[config.mk]
export PLATFORM = sky130hd
export DESIGN_NAME = multicycle_control
export DESIGN_NICKNAME = d
export VERILOG_FILES = /design/src/rtl/multicycle_control.sv
export SDC_FILE = /design/constraint.sdc
export NUM_CORES = 1
export LEC_CHECK = 0
export CORE_UTILIZATION = 45
export CTS_BUF_LIST = sky130_fd_sc_hd__clkbuf_16
export CTS_CLUSTER_DIAMETER = 150
export DETAILED_ROUTE_END_ITERATION = 12
export GPL_TIMING_DRIVEN = 0
export HOLD_SLACK_MARGIN = 0.12
export PLACE_DENSITY_LB_ADDON = 0.05
export REMOVE_ABC_BUFFERS = 1
export SLEW_MARGIN = 25
export SYNTH_ARGS = -nofsm -noshare
export SYNTH_HDL_FRONTEND = slang
export SYNTH_SLANG_ARGS = --single-unit
[constraint.sdc]
create_clock -name clk -period 2.95 [get_ports clk]
set_input_delay 0.59 -clock clk [delete_from_list [all_inputs] [get_ports clk]]
set_output_delay 0.59 -clock clk [all_outputs]
set_load 0.005 [all_outputs]
[src/rtl/multicycle_control.sv]
// Multi-cycle MIPS controller: Moore FSM sequencing fetch/decode/execute/memory/write-back,
// with ready-handshaked memory states, a wait watchdog and a sticky error state.
module multicycle_control #(
  parameter int unsigned WAIT_W   = 4,
  parameter int unsigned MAX_WAIT = 15
) (
  input  logic       clk,
  input  logic       rst_n,
  input  logic [5:0] op,
  input  logic [5:0] funct,
  input  logic       zero,
  input  logic       mem_ready,
  output logic       iord,
  output logic       mem_read,
  output logic       mem_write,
  output logic       ir_write,
  output logic       pc_write,
  output logic [1:0] pc_source,
  output logic       alu_src_a,
  output logic [1:0] alu_src_b,
  output logic       extop,
  output logic [2:0] alu_ctr,
  output logic       reg_dst,
  output logic       mem_to_reg,
  output logic       reg_write,
  output logic       instr_done,
  output logic       error,
  output logic [1:0] err_code,
  output logic [3:0] state
);

  localparam logic [3:0] S_RST       = 4'd0;
  localparam logic [3:0] S_FETCH     = 4'd1;
  localparam logic [3:0] S_DECODE    = 4'd2;
  localparam logic [3:0] S_EXEC      = 4'd3;
  localparam logic [3:0] S_R_WB      = 4'd4;
  localparam logic [3:0] S_MEM_ADDR  = 4'd5;
  localparam logic [3:0] S_MEM_READ  = 4'd6;
  localparam logic [3:0] S_MEM_WB    = 4'd7;
  localparam logic [3:0] S_MEM_WRITE = 4'd8;
  localparam logic [3:0] S_IMM_EXEC  = 4'd9;
  localparam logic [3:0] S_IMM_WB    = 4'd10;
  localparam logic [3:0] S_BRANCH    = 4'd11;
  localparam logic [3:0] S_JUMP      = 4'd12;
  localparam logic [3:0] S_ERROR     = 4'd13;

  localparam logic [5:0] OP_R    = 6'b000000;
  localparam logic [5:0] OP_LW   = 6'b100011;
  localparam logic [5:0] OP_SW   = 6'b101011;
  localparam logic [5:0] OP_ORI  = 6'b001101;
  localparam logic [5:0] OP_ADDI = 6'b001000;
  localparam logic [5:0] OP_BEQ  = 6'b000100;
  localparam logic [5:0] OP_J    = 6'b000010;

  localparam logic [1:0] E_NONE  = 2'b00;
  localparam logic [1:0] E_OP    = 2'b01;
  localparam logic [1:0] E_FUNCT = 2'b10;
  localparam logic [1:0] E_TMO   = 2'b11;

  logic [3:0]        state_q, state_nxt;
  logic [WAIT_W-1:0] wait_cnt, wait_nxt;
  logic [1:0]        err_q, err_nxt;
  logic              waiting, timeout, funct_ok;
  logic [2:0]        r_alu;

  always_ff @(posedge clk or negedge rst_n) begin
    if (!rst_n) begin
      state_q  <= S_RST;
      wait_cnt <= '0;
      err_q    <= E_NONE;
    end else begin
      state_q  <= state_nxt;
      wait_cnt <= wait_nxt;
      err_q    <= err_nxt;
    end
  end

  always_comb begin
    funct_ok = 1'b1;
    r_alu    = 3'b010;
    case (funct)
      6'b100000: r_alu = 3'b010;
      6'b100010: r_alu = 3'b110;
      6'b100100: r_alu = 3'b000;
      6'b100101: r_alu = 3'b001;
      6'b101010: r_alu = 3'b111;
      default:   funct_ok = 1'b0;
    endcase
  end

  assign waiting = (state_q == S_FETCH) || (state_q == S_MEM_READ) || (state_q == S_MEM_WRITE);
  assign timeout = waiting && !mem_ready && (wait_cnt == WAIT_W'(MAX_WAIT - 1));

  always_comb begin
    state_nxt = state_q;
    err_nxt   = err_q;
    case (state_q)
      S_RST:    state_nxt = S_FETCH;
      S_DECODE: begin
        case (op)
          OP_R:           if (funct_ok) state_nxt = S_EXEC;
                          else begin state_nxt = S_ERROR; err_nxt = E_FUNCT; end
          OP_LW, OP_SW:   state_nxt = S_MEM_ADDR;
          OP_ORI, OP_ADDI: state_nxt = S_IMM_EXEC;
          OP_BEQ:         state_nxt = S_BRANCH;
          OP_J:           state_nxt = S_JUMP;
          default: begin state_nxt = S_ERROR; err_nxt = E_OP; end
        endcase
      end
      S_EXEC:     state_nxt = S_R_WB;
      S_MEM_ADDR: state_nxt = (op == OP_LW) ? S_MEM_READ : S_MEM_WRITE;
      S_IMM_EXEC: state_nxt = S_IMM_WB;
      S_R_WB, S_MEM_WB, S_IMM_WB, S_BRANCH, S_JUMP: state_nxt = S_FETCH;
      S_FETCH, S_MEM_READ, S_MEM_WRITE: begin
        // A ready on the last permitted cycle completes the transfer rather than timing out.
        if (mem_ready)
          state_nxt = (state_q == S_FETCH)    ? S_DECODE :
                      (state_q == S_MEM_READ) ? S_MEM_WB : S_FETCH;
        else if (timeout) begin
          state_nxt = S_ERROR;
          err_nxt   = E_TMO;
        end
      end
      S_ERROR:  state_nxt = S_ERROR;
      default:  state_nxt = S_RST;
    endcase
  end

  // Any state change clears the counter, which covers every entry into a wait state.
  always_comb begin
    wait_nxt = wait_cnt;
    if (state_nxt != state_q)      wait_nxt = '0;
    else if (waiting && !mem_ready) wait_nxt = wait_cnt + 1'b1;
  end

  always_comb begin
    iord = 1'b0; mem_read = 1'b0; mem_write = 1'b0; ir_write = 1'b0; pc_write = 1'b0;
    pc_source = 2'b00; alu_src_a = 1'b0; alu_src_b = 2'b00; extop = 1'b0; alu_ctr = 3'b000;
    reg_dst = 1'b0; mem_to_reg = 1'b0; reg_write = 1'b0; instr_done = 1'b0; error = 1'b0;
    case (state_q)
      S_FETCH: begin
        mem_read = 1'b1; alu_src_b = 2'b01; alu_ctr = 3'b010;
        ir_write = mem_ready; pc_write = mem_ready;
      end
      S_DECODE:   begin alu_src_b = 2'b11; extop = 1'b1; alu_ctr = 3'b010; end
      S_EXEC:     begin alu_src_a = 1'b1; alu_ctr = r_alu; end
      S_R_WB: begin
        alu_src_a = 1'b1; alu_ctr = r_alu;
        reg_dst = 1'b1; reg_write = 1'b1; instr_done = 1'b1;
      end
      S_MEM_ADDR: begin alu_src_a = 1'b1; alu_src_b = 2'b10; extop = 1'b1; alu_ctr = 3'b010; end
      S_MEM_READ: begin mem_read = 1'b1; iord = 1'b1; end
      S_MEM_WB:   begin mem_to_reg = 1'b1; reg_write = 1'b1; instr_done = 1'b1; end
      S_MEM_WRITE: begin mem_write = 1'b1; iord = 1'b1; instr_done = mem_ready; end
      S_IMM_EXEC, S_IMM_WB: begin
        alu_src_a = 1'b1; alu_src_b = 2'b10;
        extop     = (op != OP_ORI);
        alu_ctr   = (op == OP_ORI) ? 3'b001 : 3'b010;
        reg_write  = (state_q == S_IMM_WB);
        instr_done = (state_q == S_IMM_WB);
      end
      S_BRANCH: begin
        alu_src_a = 1'b1; alu_ctr = 3'b110; pc_source = 2'b01;
        pc_write = zero; instr_done = 1'b1;
      end
      S_JUMP:  begin pc_source = 2'b10; pc_write = 1'b1; instr_done = 1'b1; end
      S_ERROR: error = 1'b1;
      default: ;
    endcase
  end

  assign state    = state_q;
  assign err_code = err_q;

endmodule

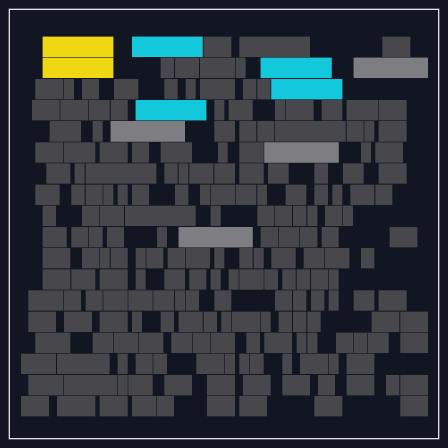
Figure 1: run 1, register map, names as in the netlist.
| colour | netlist name | flops |
|---|---|---|
| cyan | `wait_cnt` | 4 |
| yellow | `err_code` | 2 |
not coloured: 4

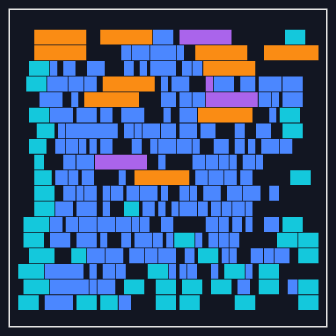
Figure 2: run 1, cell classes on the final placement.
| colour | class | cells | share of their area |
|---|---|---|---|
| blue | all other logic | 156 | 58% |
| purple | clock drivers and dummy loads | 4 | 4.4% |
| orange | flip-flops | 10 | 14% |
| cyan | other buffers and delay cells | 42 | 23% |

==> impl_metrics.yaml, run 1 <==
# physical design summary
placed_design:
  portBuffers: 40
  placedCellCount: 236
detailed_routing:
  met2_length_mm: 1.73
  wire_per_inst_um: 14.8
  routed_wl_mm: 3.59
  drtAntennaViolNets: 0
  vias: 1498
  drt-pass1-iter-count: 4
die:
  die_w_um: 55.0
  pin_count: 41
  initial_utilization: 0.493
  die_y_um: 55.0
  rows: 18
sta:
  slew_headroom: 0.610
  setup_ws_ns: 0.0781
  min_period_ns: 2.87
  fin_crit_sh: 0.974
  slew_violations: 0
layout:
  diodes: 0
  fin_area_um2: 1810
  clock_cell_area_share: 0.0434
  regArea_um2: 255
pwr:
  sw_frac_of_total: 0.429
  internal_power_uw: 834
  power_density_nw_per_um2: 805
  p_leak_nw: 0.757
  seq-power_uw: 348
cts:
  clockBufferDepth: 2
  cts.sinks: 10
  ctsHtreeMaxLevel: 1
grt:
  grt_pass1_wl_mm: 5.33
  gr-usage-met1: 0.325
  use_met3: 0.0410
min_path:
  hold_path_depth: 2
  holdPathEnd: "err_code[0]"
setup_path:
  critPathCapture: "alu_ctr[0]"
  r2r-end: "wait_cnt[3]"
  cp-end-kind: "primary output"
  critPathLaunchType: "primary input"
job:
  warning_count: 27
status:
  outcome: "completed"
yosys:
  synthFlopType: "dfrtp_1"
  synth_cells: 178
  ys_cells: 178
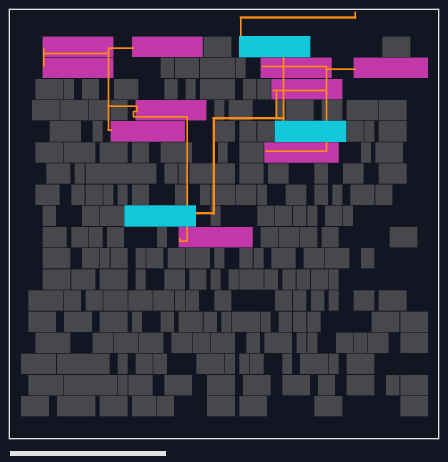
Figure 3: run 1, routed clock nets over the placement.
The bar under the picture is 20 µm long.
[cyan] cells driving clock nets | count: 3
[magenta] flip-flops | count: 10
[orange] clock wires | length: 159 µm
routed clock nets: 4

Figure 4. Wiring heat map (run 1).
11 x 11 tiles, from dark blue (low) to red (high), scaled to the fullest tile. Values are wire area over tile area, all layers added.
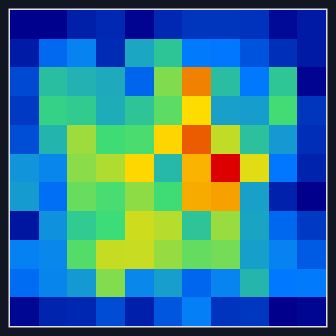

--- run 2 (diff from run 1) ---
--- a/config.mk
+++ b/config.mk
@@ -5,7 +5,9 @@
 export SDC_FILE = /design/constraint.sdc
 export NUM_CORES = 1
 export LEC_CHECK = 0
-export CORE_UTILIZATION = 45
+export CELL_PAD_IN_SITES_DETAIL_PLACEMENT = 1
+export CELL_PAD_IN_SITES_GLOBAL_PLACEMENT = 1
+export CORE_UTILIZATION = 32
 export CTS_BUF_LIST = sky130_fd_sc_hd__clkbuf_16
 export CTS_CLUSTER_DIAMETER = 150
 export DETAILED_ROUTE_END_ITERATION = 12
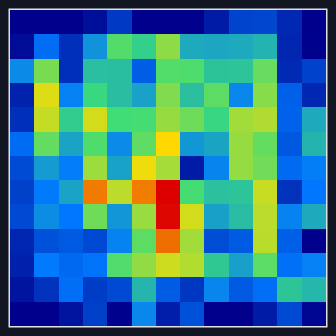
Figure 5: run 2, wiring heat map.
13 x 13 tiles, from dark blue (low) to red (high), scaled to the fullest tile. Values are wire area over tile area, all layers added.
nearly empty tiles: 8.9%
emptiest ninth of the die: lower left
mean over tiles: 0.16
tiles over half the peak: 29%
densest ninth of the die: centre

==> run 2 against run 1 <==
Non-clock buffer count rose by 4. Die area rose by 39%. Count of clock-buffer cells in the layout did not move. Global-route usage fell by 2.4 points. Area after synthesis did not move. Register-to-register slack barely moved. Flip-flop count did not move. Total power rose by 2.0%. Sequential power rose by 3%. Clock power barely moved. Setup slack improved by 0.042 ns. Clock skew fell by 0.0035 ns. Highest routed layer unchanged.
==> impl_metrics.yaml, run 2 <==
# physical design summary
status:
  outcome: "completed"
sta:
  slew_headroom: 0.605
  fin_crit_sh: 0.959
  slew_violations: 0
  setup_ws_ns: 0.120
  min_period_ns: 2.83
yosys:
  synthFlopType: "dfrtp_1"
  ys_cells: 178
  synth_cells: 178
pwr:
  power_density_nw_per_um2: 800
  top_power_group: "combinational cells"
  p_leak_nw: 0.782
  seq-power_uw: 360
  sw_frac_of_total: 0.440
  internal_power_uw: 834
grt:
  use_met3: 0.0335
  gr-usage-met1: 0.263
  grt_pass1_wl_mm: 7.25
detailed_routing:
  wire_per_inst_um: 16.3
  vias: 1552
  met2_length_mm: 2.15
  drtAntennaViolNets: 0
  drt-pass1-iter-count: 4
  routed_wl_mm: 4.30
placed_design:
  placedCellCount: 254
  portBuffers: 40
layout:
  fillers: 455
  lay_top_cells: "clkdlybuf4s50_1, nor2_1, nand2_1"
  clock_cell_area_share: 0.0424
  diodes: 0
  regArea_um2: 255
cts:
  ctsHtreeMaxLevel: 1
  clockBufferDepth: 2
  cts.sinks: 10
die:
  die_y_um: 64.9
  pin_count: 41
  die_w_um: 64.9
  rows: 22
  initial_utilization: 0.341
min_path:
  holdPathEnd: "err_code[0]"
  hold_path_depth: 2
setup_path:
  critPathCapture: "extop"
  r2r-end: "wait_cnt[3]"
  critPathLaunchType: "primary input"
Power and IR drop assume default switching activity.
